**config.mk**
```make
export PLATFORM = sky130hd
export DESIGN_NAME = alu_share_arbiter
export DESIGN_NICKNAME = d
export VERILOG_FILES = /design/src/rtl/alu_share_arbiter.sv
export SDC_FILE = /design/constraint.sdc
export NUM_CORES = 1
export LEC_CHECK = 0
export ABC_AREA = 1
export ABC_CLOCK_PERIOD_IN_PS = 4090
export CAP_MARGIN = 20
export CORE_MARGIN = 2
export CORE_UTILIZATION = 40
export CTS_CLUSTER_SIZE = 40
export DETAILED_ROUTE_END_ITERATION = 7
export PLACE_DENSITY = 0.86
export REMOVE_ABC_BUFFERS = 1
export SYNTH_ARGS = -nofsm -noshare
export SYNTH_HDL_FRONTEND = slang
export SYNTH_SLANG_ARGS = --single-unit
```
**constraint.sdc**
```tcl
create_clock -name clk -period 4.09 [get_ports clk]
set_input_delay 0.818 -clock clk [delete_from_list [all_inputs] [get_ports clk]]
set_output_delay 0.818 -clock clk [all_outputs]
set_load 0.01 [all_outputs]
```
**src/rtl/alu_share_arbiter.sv**
```systemverilog
// Two-requester arbiter in front of one shared ALU: capture operands, wait ALU_LAT cycles, return result.
// Define ALU_ARB_FIXED_PRIO_EN for fixed priority (requester 0 wins); default build is round robin.
module alu_share_arbiter #(
  parameter int WIDTH   = 32,
  parameter int OPW     = 3,
  parameter int ALU_LAT = 1
) (
  input  logic             clk,
  input  logic             rst_n,
  input  logic [1:0]       req_valid,
  output logic [1:0]       req_ready,
  input  logic [OPW-1:0]   req0_op,
  input  logic [WIDTH-1:0] req0_a,
  input  logic [WIDTH-1:0] req0_b,
  input  logic [OPW-1:0]   req1_op,
  input  logic [WIDTH-1:0] req1_a,
  input  logic [WIDTH-1:0] req1_b,
  output logic [OPW-1:0]   alu_op,
  output logic [WIDTH-1:0] alu_a,
  output logic [WIDTH-1:0] alu_b,
  input  logic [WIDTH-1:0] alu_result,
  output logic [1:0]       rsp_valid,
  input  logic [1:0]       rsp_ready,
  output logic [WIDTH-1:0] rsp_result,
  output logic             busy
);

  // state | meaning
  // IDLE  | no transaction; arbitrate and accept one request
  // EXEC  | ALU inputs held, settle counter running down to 0
  // DONE  | result registered, rsp_valid[gnt] waiting for rsp_ready[gnt]
  typedef enum logic [1:0] {IDLE, EXEC, DONE} state_t;

  localparam logic [3:0] LAT_M1 = 4'(ALU_LAT - 1);

  state_t     state_q, state_d;
  logic       gnt_q, gnt_d;
  logic [3:0] cnt_q, cnt_d;
  logic       sel;
  logic       accept;
  logic       capture;
  logic       complete;
  logic [1:0] req_ready_d;

`ifdef ALU_ARB_FIXED_PRIO_EN
  assign sel = ~req_valid[0];
`else
  logic rr_ptr_q;

  assign sel = (&req_valid) ? rr_ptr_q : req_valid[1];

  // Pointer moves only when a response completes, so it names the loser of the last transaction.
  always_ff @(posedge clk or negedge rst_n) begin
    if (!rst_n) begin
      rr_ptr_q <= 1'b0;
    end else if (complete) begin
      rr_ptr_q <= ~gnt_q;
    end
  end
`endif

  always_ff @(posedge clk or negedge rst_n) begin
    if (!rst_n) begin
      state_q <= IDLE;
      gnt_q   <= 1'b0;
      cnt_q   <= 4'd0;
    end else begin
      state_q <= state_d;
      gnt_q   <= gnt_d;
      cnt_q   <= cnt_d;
    end
  end

  always_comb begin
    state_d     = state_q;
    gnt_d       = gnt_q;
    cnt_d       = cnt_q;
    accept      = 1'b0;
    capture     = 1'b0;
    complete    = 1'b0;
    req_ready_d = 2'b00;
    rsp_valid   = 2'b00;
    busy        = (state_q != IDLE);
    case (state_q)
      IDLE: begin
        if (|req_valid) begin
          req_ready_d = sel ? 2'b10 : 2'b01;
          accept      = 1'b1;
          gnt_d       = sel;
          cnt_d       = LAT_M1;
          state_d     = EXEC;
        end
      end
      EXEC: begin
        if (cnt_q == 4'd0) begin
          capture = 1'b1;
          state_d = DONE;
        end else begin
          cnt_d = cnt_q - 4'd1;
        end
      end
      DONE: begin
        rsp_valid = gnt_q ? 2'b10 : 2'b01;
        if (rsp_ready[gnt_q]) begin
          complete = 1'b1;
          state_d  = IDLE;
        end
      end
      default: state_d = IDLE;
    endcase
  end

  // Gated by reset so no accept is advertised while the block is held in reset.
  assign req_ready = rst_n ? req_ready_d : 2'b00;

  always_ff @(posedge clk or negedge rst_n) begin
    if (!rst_n) begin
      alu_op     <= '0;
      alu_a      <= '0;
      alu_b      <= '0;
      rsp_result <= '0;
    end else begin
      if (accept) begin
        alu_op <= sel ? req1_op : req0_op;
        alu_a  <= sel ? req1_a  : req0_a;
        alu_b  <= sel ? req1_b  : req0_b;
      end
      if (capture) begin
        rsp_result <= alu_result;
      end
    end
  end

endmodule

```
### Nets reached from selected ports

(4 px per um)
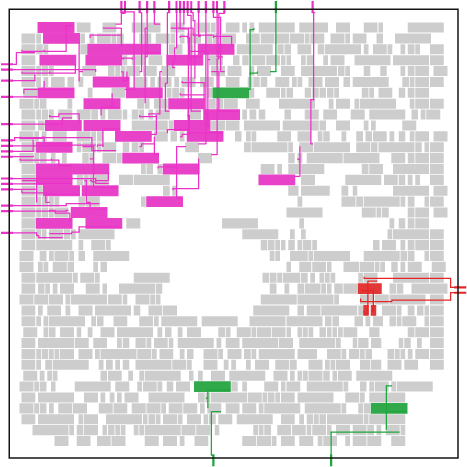
Key: req_valid = red [bits 2, direction input, edge right, end cells 3, buffers 2, wire 72.8 um]; alu_op = green [bits 3, direction output, edge 2 bottom, 1 top, end cells 3, buffers 3, wire 100 um]; rsp_result = magenta [bits 32, direction output, edge 17 top, 15 left, end cells 32, buffers 32, wire 1020 um]

### Signal wires on met3

(3 px per um)
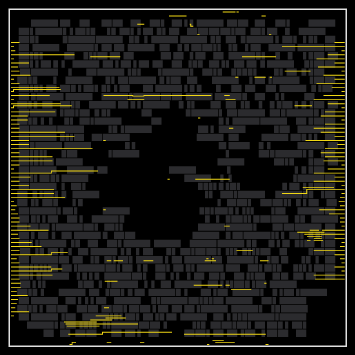
The layer holds 8.3% of the routed length. The layer carries 1160 um of wire. 158 nets have wire on it.
routed wire length: 14000 um
via count: 4661
M3 GR Usage: 5.88%

==> flow_summary_export.csv <==
group,metric,value,unit
die,die_x,112,um
global_route,antenna_found_initial,0,
clock_network,post_cts_buffers,0,
job,cap_violations,0,
global_route,use_met1,27.0,%
global_route,grt_max_degree,73,
status,status,"finished, final reports clean",
final_timing,fin_worst_hold_slack,0.471,ns
clock_network,cts_tree,"yes",
clock_network,cts_max_level,3,
global_route,grtUsageMet2,37.9,%
clock_network,cts_buffers,9,
placed_design,hpwlAfterDp,9990,um
placed_design,placed_cells,953,
global_route,grt_pass1_wl,22700,um
cells_and_area,logic_area,1650,um^2
worst_setup_path,cpLargestDelayFamily,"buffers and inverters",
cells_and_area,area.sequential,2680,um^2
worst_hold_path,timing.hold.worst.class,"reg -> reg",
global_route,gr-usage-all-layers,22.6,%
worst_setup_path,required,3.27,ns
die,num_rows,39,
worst_hold_path,hp-start,"gnt_q",
synthesis,syn_inst,559,
cells_and_area,stdcell_area,7760,um^2
worst_setup_path,critPathCapture,"req_ready[0]",
power_and_ir_drop,ir_drop,0.574,mV
global_route,grt.busiest_layer,"met2",
final_timing,slew_viol_final,0,
power_and_ir_drop,pwr-share-comb,50.1,%
power_and_ir_drop,swShare,36.8,%
cells_and_area,diodes,0,
worst_setup_path,r2r_cells,6,
cells_and_area,largest_class,"buffers",
cells_and_area,flops,107,
final_timing,fin_ws,0.937,ns
final_timing,min_period_over_period,77.1,%
synthesis,yosys.area.top_type,"dfrtp_1",
power_and_ir_drop,powerDensity,694,nW/um^2
final_timing,rsz0062_at_grt,"no",
final_timing,slew-limit-headroom,36.6,%
route,post_drt_wl_per_cell,14.5,um
synthesis,synth.most_common_cell,"nand2_1",
cells_and_area,layout.cells.non_filler,969,
cells_and_area,largest_registers,"alu_a x32, alu_b x32, rsp_result x32",
power_and_ir_drop,p_leak,3.51,nW
cells_and_area,clockBufferCount,10,
power_and_ir_drop,seq_power_share,34.9,%
worst_hold_path,hold_path_depth,2,
die,top_level_ports,276,
worst_setup_path,worstSetupPathType,"in -> out",
cells_and_area,final_common_cell,"clkdlybuf4s50_1",
final_timing,hold_viol_final,0,
worst_setup_path,crit_chain,"clkdlybuf4s50_1, nand2_1, nand2_1, inv_1, nor3_1, clkdlybuf4s50_1",
die,die_h,112,um
die,tap_cells,143,
cells_and_area,buffer_area_share,36.3,%
synthesis,synth-edff-count,0,
placed_design,place_congestion,0.869,
route,ant_nets,0,
final_timing,fmax,317,MHz
clock_network,clk_pin_slew_worst_paths,0.07,ns
synthesis,top_cell_area_share,57.6,%
clock_network,cts_resized,0,
cells_and_area,lay_top_cells,"clkdlybuf4s50_1, nand2_1, dfrtp_1",
cells_and_area,n_all_inverters,47,
global_route,gr-total-overflow,0,
route,route.met2.wl,6820,um
power_and_ir_drop,p_switching,1.98,mW
die,die-area,12500,um^2
cells_and_area,buffers,282,
route,drt_pre_antenna_iters,4,
route,highest_layer,"met4",
die,core,11400,um^2
cells_and_area,areaGrowthSynthToFinish,66.9,%
power_and_ir_drop,internal_power,3.40,mW
synthesis,ys.flop_type,"dfrtp_1",
cells_and_area,logic_gates,375,
synthesis,ys_seq_share,57.6,%
synthesis,synth_area_per_cell,8.32,um^2
worst_setup_path,end_kind,"primary output",
synthesis,top_cells_by_count,"nand2_1, dfrtp_1, a21oi_1",
route,remaining_drc_errors,0,
cells_and_area,final_nets,996,
placed_design,post-place-ws,0.851,ns
synthesis,ys_cells,559,
worst_setup_path,crit_arrival,2.33,ns
placed_design,port_buffers,275,
route,wl_met3,1160,um
global_route,grt_pass1_vias,4633,
worst_setup_path,reg2reg_slack,1.74,ns
final_timing,setup_tns,0,ns
synthesis,synthArstFlopShare,100,%
synthesis,ys.flops,107,
route,drtIter0Drc,264,
cells_and_area,clock_cell_area_share,3.46,%
### Clock nets

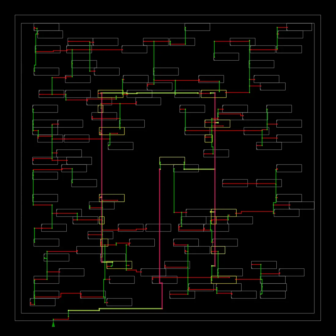
Worst Skew: 0.00772 ns
number of clock sinks: 107

### Clock wires, drivers and flops

(4 px per um)
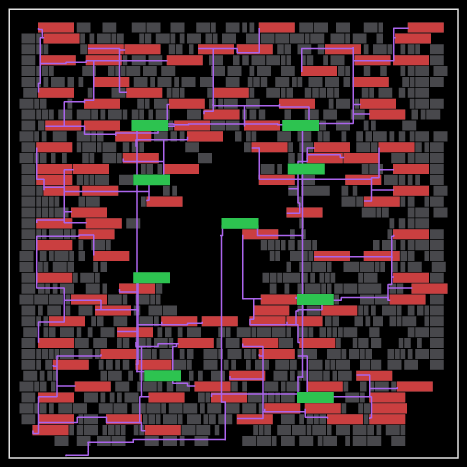
Key: cells driving clock nets = green [count 9]; flip-flops = red [count 107]; clock wires = purple [length 1320 um]
There are 10 routed clock nets.
Clock Power Share: 15.0%
clk latency late pin: 0.35 ns

## kinds of logic (layout without fill, tap and decap cells)
group | count (synthesis) | after routing | synth area share [%]
AND-OR/OR-AND | 99 | 99 | 10.7
XOR/XNOR | 1 | 1 | 0.188
adder cells (fa/ha/maj) | 2 | 2 | 0.538
buffers and inverters | 77 | 344 | 7.24
flip-flops | 107 | 107 | 57.6
AND/OR/NAND/NOR | 273 | 273 | 23.7
## power by group through the flow
stage / Sequential, mW / Clock (mW) / Combinational (mW)
finish: 1.88 / 0.809 / 2.70
floorplan: 2.10 / 0 / 0.964
detailed placement: 1.89 / 0 / 2.70
global placement: 1.88 / 0 / 2.64
global route: 1.95 / 0.875 / 2.95
CTS: 1.88 / 0.823 / 2.71
Power figures rest on the tool's default switching activity, not on a simulated workload.
